--- config.mk ---
export PLATFORM = sky130hd
export DESIGN_NAME = fetch_unit
export DESIGN_NICKNAME = d
export VERILOG_FILES = /design/src/rtl/fetch_unit.sv
export SDC_FILE = /design/constraint.sdc
export NUM_CORES = 1
export LEC_CHECK = 0
export CORE_MARGIN = 2
export CORE_UTILIZATION = 50
export DETAILED_ROUTE_END_ITERATION = 16
export PLACE_DENSITY = 0.85
export SYNTH_ARGS = -nofsm -noshare
export SYNTH_HDL_FRONTEND = slang
export SYNTH_SLANG_ARGS = --single-unit
--- constraint.sdc ---
create_clock -name clk -period 6.15 [get_ports clk]
set_input_delay 0.9225 -clock clk [delete_from_list [all_inputs] [get_ports clk]]
set_output_delay 0.9225 -clock clk [all_outputs]
set_load 0.02 [all_outputs]
--- src/rtl/fetch_unit.sv ---
// Instruction fetch stage: owns the PC, issues word reads over a req/valid handshake,
// and hands one registered instruction plus its PC to decode through a 1-entry skid buffer.
module fetch_unit #(
  parameter int unsigned          PC_WIDTH = 32,
  parameter logic [PC_WIDTH-1:0]  RESET_PC = '0,
  parameter int unsigned          PC_STEP  = 4
) (
  input  logic                clk,
  input  logic                rst_n,
  output logic                imem_req,
  output logic [PC_WIDTH-1:0] imem_addr,
  input  logic                imem_valid,
  input  logic [31:0]         imem_rdata,
  input  logic                stall,
  input  logic                branch_taken,
  input  logic [PC_WIDTH-1:0] branch_target,
  output logic                inst_valid,
  output logic [31:0]         inst,
  output logic [PC_WIDTH-1:0] inst_pc
);

  localparam int unsigned IW = 32;

  typedef enum logic [1:0] {
    S_FETCH      = 2'd0,
    S_WAIT_SPACE = 2'd1,
    S_DRAIN      = 2'd2
  } state_e;

  state_e              state_q, state_d;
  logic [PC_WIDTH-1:0] pc_q, pc_d;
  logic [PC_WIDTH-1:0] addr_q, addr_d;
  logic                req_q, req_d;
  logic                out_v_q, out_v_d;
  logic [IW-1:0]       inst_q, inst_d;
  logic [PC_WIDTH-1:0] inst_pc_q, inst_pc_d;
  logic                skid_v_q, skid_v_d;
  logic [IW-1:0]       skid_q, skid_d;

  logic resp;
  logic take;
  logic advance;

  assign resp    = req_q && imem_valid;
  assign take    = resp && (state_q == S_FETCH);
  assign advance = out_v_q && !stall;

  // Next-state: branch flush first, otherwise output advance, capture and PC step.
  always_comb begin
    state_d   = state_q;
    pc_d      = pc_q;
    out_v_d   = out_v_q;
    inst_d    = inst_q;
    inst_pc_d = inst_pc_q;
    skid_v_d  = skid_v_q;
    skid_d    = skid_q;
    if (branch_taken) begin
      out_v_d  = 1'b0;
      skid_v_d = 1'b0;
      pc_d     = branch_target & ~PC_WIDTH'(3);
      state_d  = (req_q && !imem_valid) ? S_DRAIN : S_FETCH;
    end else begin
      if (advance) begin
        // Skid entry is always the sequential successor of the output entry.
        if (skid_v_q) begin
          inst_d    = skid_q;
          inst_pc_d = inst_pc_q + PC_WIDTH'(PC_STEP);
          skid_v_d  = 1'b0;
        end else if (take) begin
          inst_d    = imem_rdata;
          inst_pc_d = addr_q;
        end else begin
          out_v_d = 1'b0;
        end
      end else if (take) begin
        if (!out_v_q) begin
          out_v_d   = 1'b1;
          inst_d    = imem_rdata;
          inst_pc_d = addr_q;
        end else begin
          skid_v_d = 1'b1;
          skid_d   = imem_rdata;
        end
      end
      if (take) pc_d = pc_q + PC_WIDTH'(PC_STEP);
      case (state_q)
        S_DRAIN: if (resp) state_d = S_FETCH;
        default: state_d = (out_v_d && skid_v_d) ? S_WAIT_SPACE : S_FETCH;
      endcase
    end
    req_d  = (state_d != S_WAIT_SPACE);
    // A draining request keeps its old address until the discarded response arrives.
    addr_d = (state_d == S_DRAIN) ? addr_q : pc_d;
  end

  always_ff @(posedge clk) begin
    if (!rst_n) begin
      state_q   <= S_FETCH;
      pc_q      <= RESET_PC;
      addr_q    <= RESET_PC;
      req_q     <= 1'b0;
      out_v_q   <= 1'b0;
      inst_q    <= '0;
      inst_pc_q <= '0;
      skid_v_q  <= 1'b0;
      skid_q    <= '0;
    end else begin
      state_q   <= state_d;
      pc_q      <= pc_d;
      addr_q    <= addr_d;
      req_q     <= req_d;
      out_v_q   <= out_v_d;
      inst_q    <= inst_d;
      inst_pc_q <= inst_pc_d;
      skid_v_q  <= skid_v_d;
      skid_q    <= skid_d;
    end
  end

  assign imem_req   = req_q;
  assign imem_addr  = addr_q;
  assign inst_valid = out_v_q;
  assign inst       = inst_q;
  assign inst_pc    = inst_pc_q;

endmodule
gate_families.png
Scale bar: 50 um.
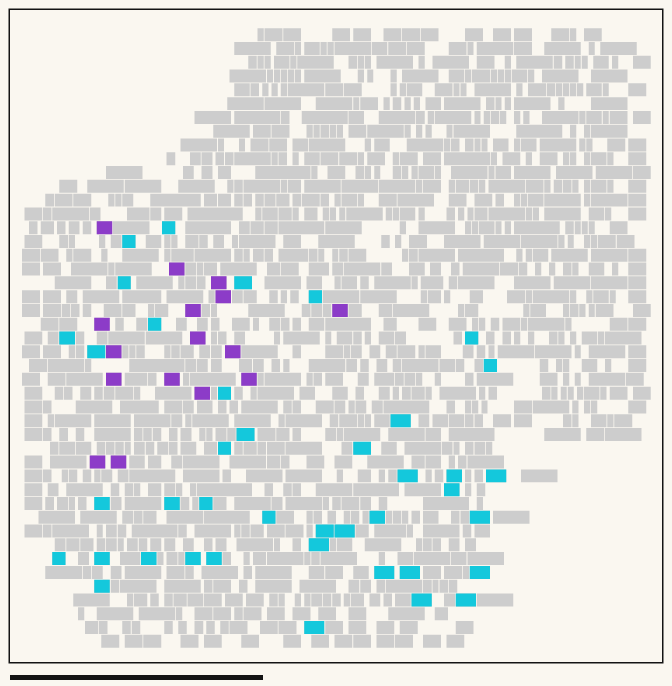
family	color	cells
XOR/XNOR gates	purple	16
AND-OR and OR-AND gates	cyan	40
filler-free cell count of the finished design: 1,287
share of the final layout cell area in multi-input gates: 0.4094
Top cell excl fill/tap: nand2_1

cell_classes.png
Scale bar: 50 um.
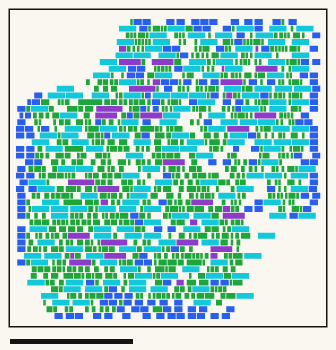
class	color	cells	share of their area
clock drivers and dummy loads	purple	32	6.4%
flops	cyan	165	34%
all other logic	green	729	42%
other buffers and delay cells	blue	173	17%

-- critical path, stage by stage --
cell and delay, ps:
clkdlybuf4s50_1 570, and4bb_2 420, nand2b_1 220, a21oi_4 720
buf_4 560, o21ai_0 210, a221oi_1 300
-- how the worst max path moves through the flow --
stage                  endpoint  cells past startpoint  slack, ps       start
floorplan           inst_pc[13]                      8       3720  imem_valid
global placement    inst_pc[28]                      7       2320  imem_valid
detailed placement  inst_pc[28]                      7       2260  imem_valid
CTS                 inst_pc[28]                      7       2620  imem_valid
global route        inst_pc[28]                      7       2340  imem_valid
finish              inst_pc[28]                      7       2540  imem_valid
-- metal layers --
layer / global-route usage / vias up
li1: - / 3762
met5: 0 / -
met4: 0.1215 / 0
met3: 0.05489 / 66
met1: 0.3608 / 3584
met2: 0.4277 / 357
==> notes.md <==
The flow ran to the end, and the final reports show no timing, DRC or antenna violations. Leaving out fill and tap cells, the most frequent cells in the layout are 179 x nand2_1, 165 x dfxtp_1, 162 x clkdlybuf4s50_1, 89 x nor2_1, 82 x a21oi_1. The final report lists the setup-violating endpoint count as 0.

Area fraction in mux cells: 0.01434. Along the worst hold path, the cell count comes to 2. For the power in the clock group, the log shows 0.00114 W. The number of antenna violations at the first check in global routing is 0. Per the CTS log, the maximum H-tree level is 4. The chip width was 128.6 um; the initial standard-cell utilization of the core was 0.5109.

The layout filler cell count is 1,255. The run gives 3303 sq um for the storage element area. The terminus of the critical flop-to-flop path is inst_pc[28].

The run gives 9.430 ps as the setup skew after layout. The main flop type is dfxtp_1. The routed design could run at a clock period as short as 3613 ps. The clock network power share came out at 0.430.

The worst setup path is captured at a register. The worst-case reg-to-reg setup slack stands at 3140 ps. The xor and xnor area share after synthesis came out at 0.01804. The synthesized netlist occupies a cell area of 7766 sq um. For the sequential group, total power comes out at 0.00118 W. Non-clock buffer contribution to total cell area: 0.1699.

Relative contribution of sequential cells to total power: 0.444. For the area occupied by multi-input gates, the log shows 4094 sq um. The core utilization of the finished layout is 0.6578, and the share of the clock period used by the worst path is 0.5875.

The proportion of synthesized chip area in sequential cells was 0.4253. For the total number of clock tree sinks, the log shows 165. For the layout net count, the log shows 1,157. The run gives 0.2707 for the synthesized-area fraction occupied by and/or/nand/nor cells. The logs give 0.1921 mV for the maximum vdd ir drop and 1.713 mm for the total length of routed met3 wires.

The detailed router finished its first iteration with 597 violations. The number of global-route vias before repair was 7,197. In the Yosys report the total cell count is 977.

The first global-routing pass estimated 36.31 mm of wire. Setup slack closes at 2537 ps. In the placement report, post-DP HPWL is listed as 14.54 mm. With the internal power contribution at 0.001961 W, the number of different library cells in the post-synthesis netlist is 62.

Per the area breakdown, the dominant cell category is multi-input combinational cells. Wires add up to 22.56 mm. The share of cells above drive strength 1 came out at 0.06369. Yosys attributes the largest share of cell area to dfxtp_1 43%, nand2_1 8.7%, a21oi_1 5.3%.

Combinational power for this build is 0.000332 W. After routing the design area is 10000 sq um. The maximum fanout count along the critical path is 47. The prevailing logic family in the synthesized netlist was simple AND/OR/NAND/NOR gates.

The core outline area is 15,200 sq um. The most critical min-delay path falls under reg2reg. The run gives 17 for the number of CTS-inserted buffers. With the number of post-CTS setup repair buffers at 0, the net switching power is 0.0006853 W. The portion of the layout cell area used by clock cells is 0.06269. The detailed-route wire length per cell is 17.53 um. The number of logged tool warnings was 28; the number of cells after detailed placement was 1,255.

Once placement finished, the instance area stood at 9373 sq um. In this run the most critical hold path is launched from skid_q[14]. The compound-cell area share of the yosys netlist was 0.2198. The worst setup path is launched from an input pin. Nets still carrying antenna violations after routing amount to 0. The routed layout has 7,769 vias.

The weighted congestion reported at the end of routability-driven placement was 0.8143; the number of maximum-capacitance violations was 0. Per the skew report, the later register of the worst-skew pair sees a clock latency of 440 ps. The run gives 16,550 sq um as the die area. The run gives 0 as the count of cells resized by post-cts repair.

With the top-area cell type share of the netlist area at 0.4253, the via count normalized by instance count is 6.037. The post-route report lists met1 wire length as 9.549 mm. The pin closest to its max-slew limit shows a slew of 1210 ps. TritonCTS built the clock tree. The number of sequential cells reported for the layout is 165. The required time of the critical path was 6480 ps.

The switching portion of total power works out to 0.2590.
Power figures rest on the tool's default switching activity, not on a simulated workload.
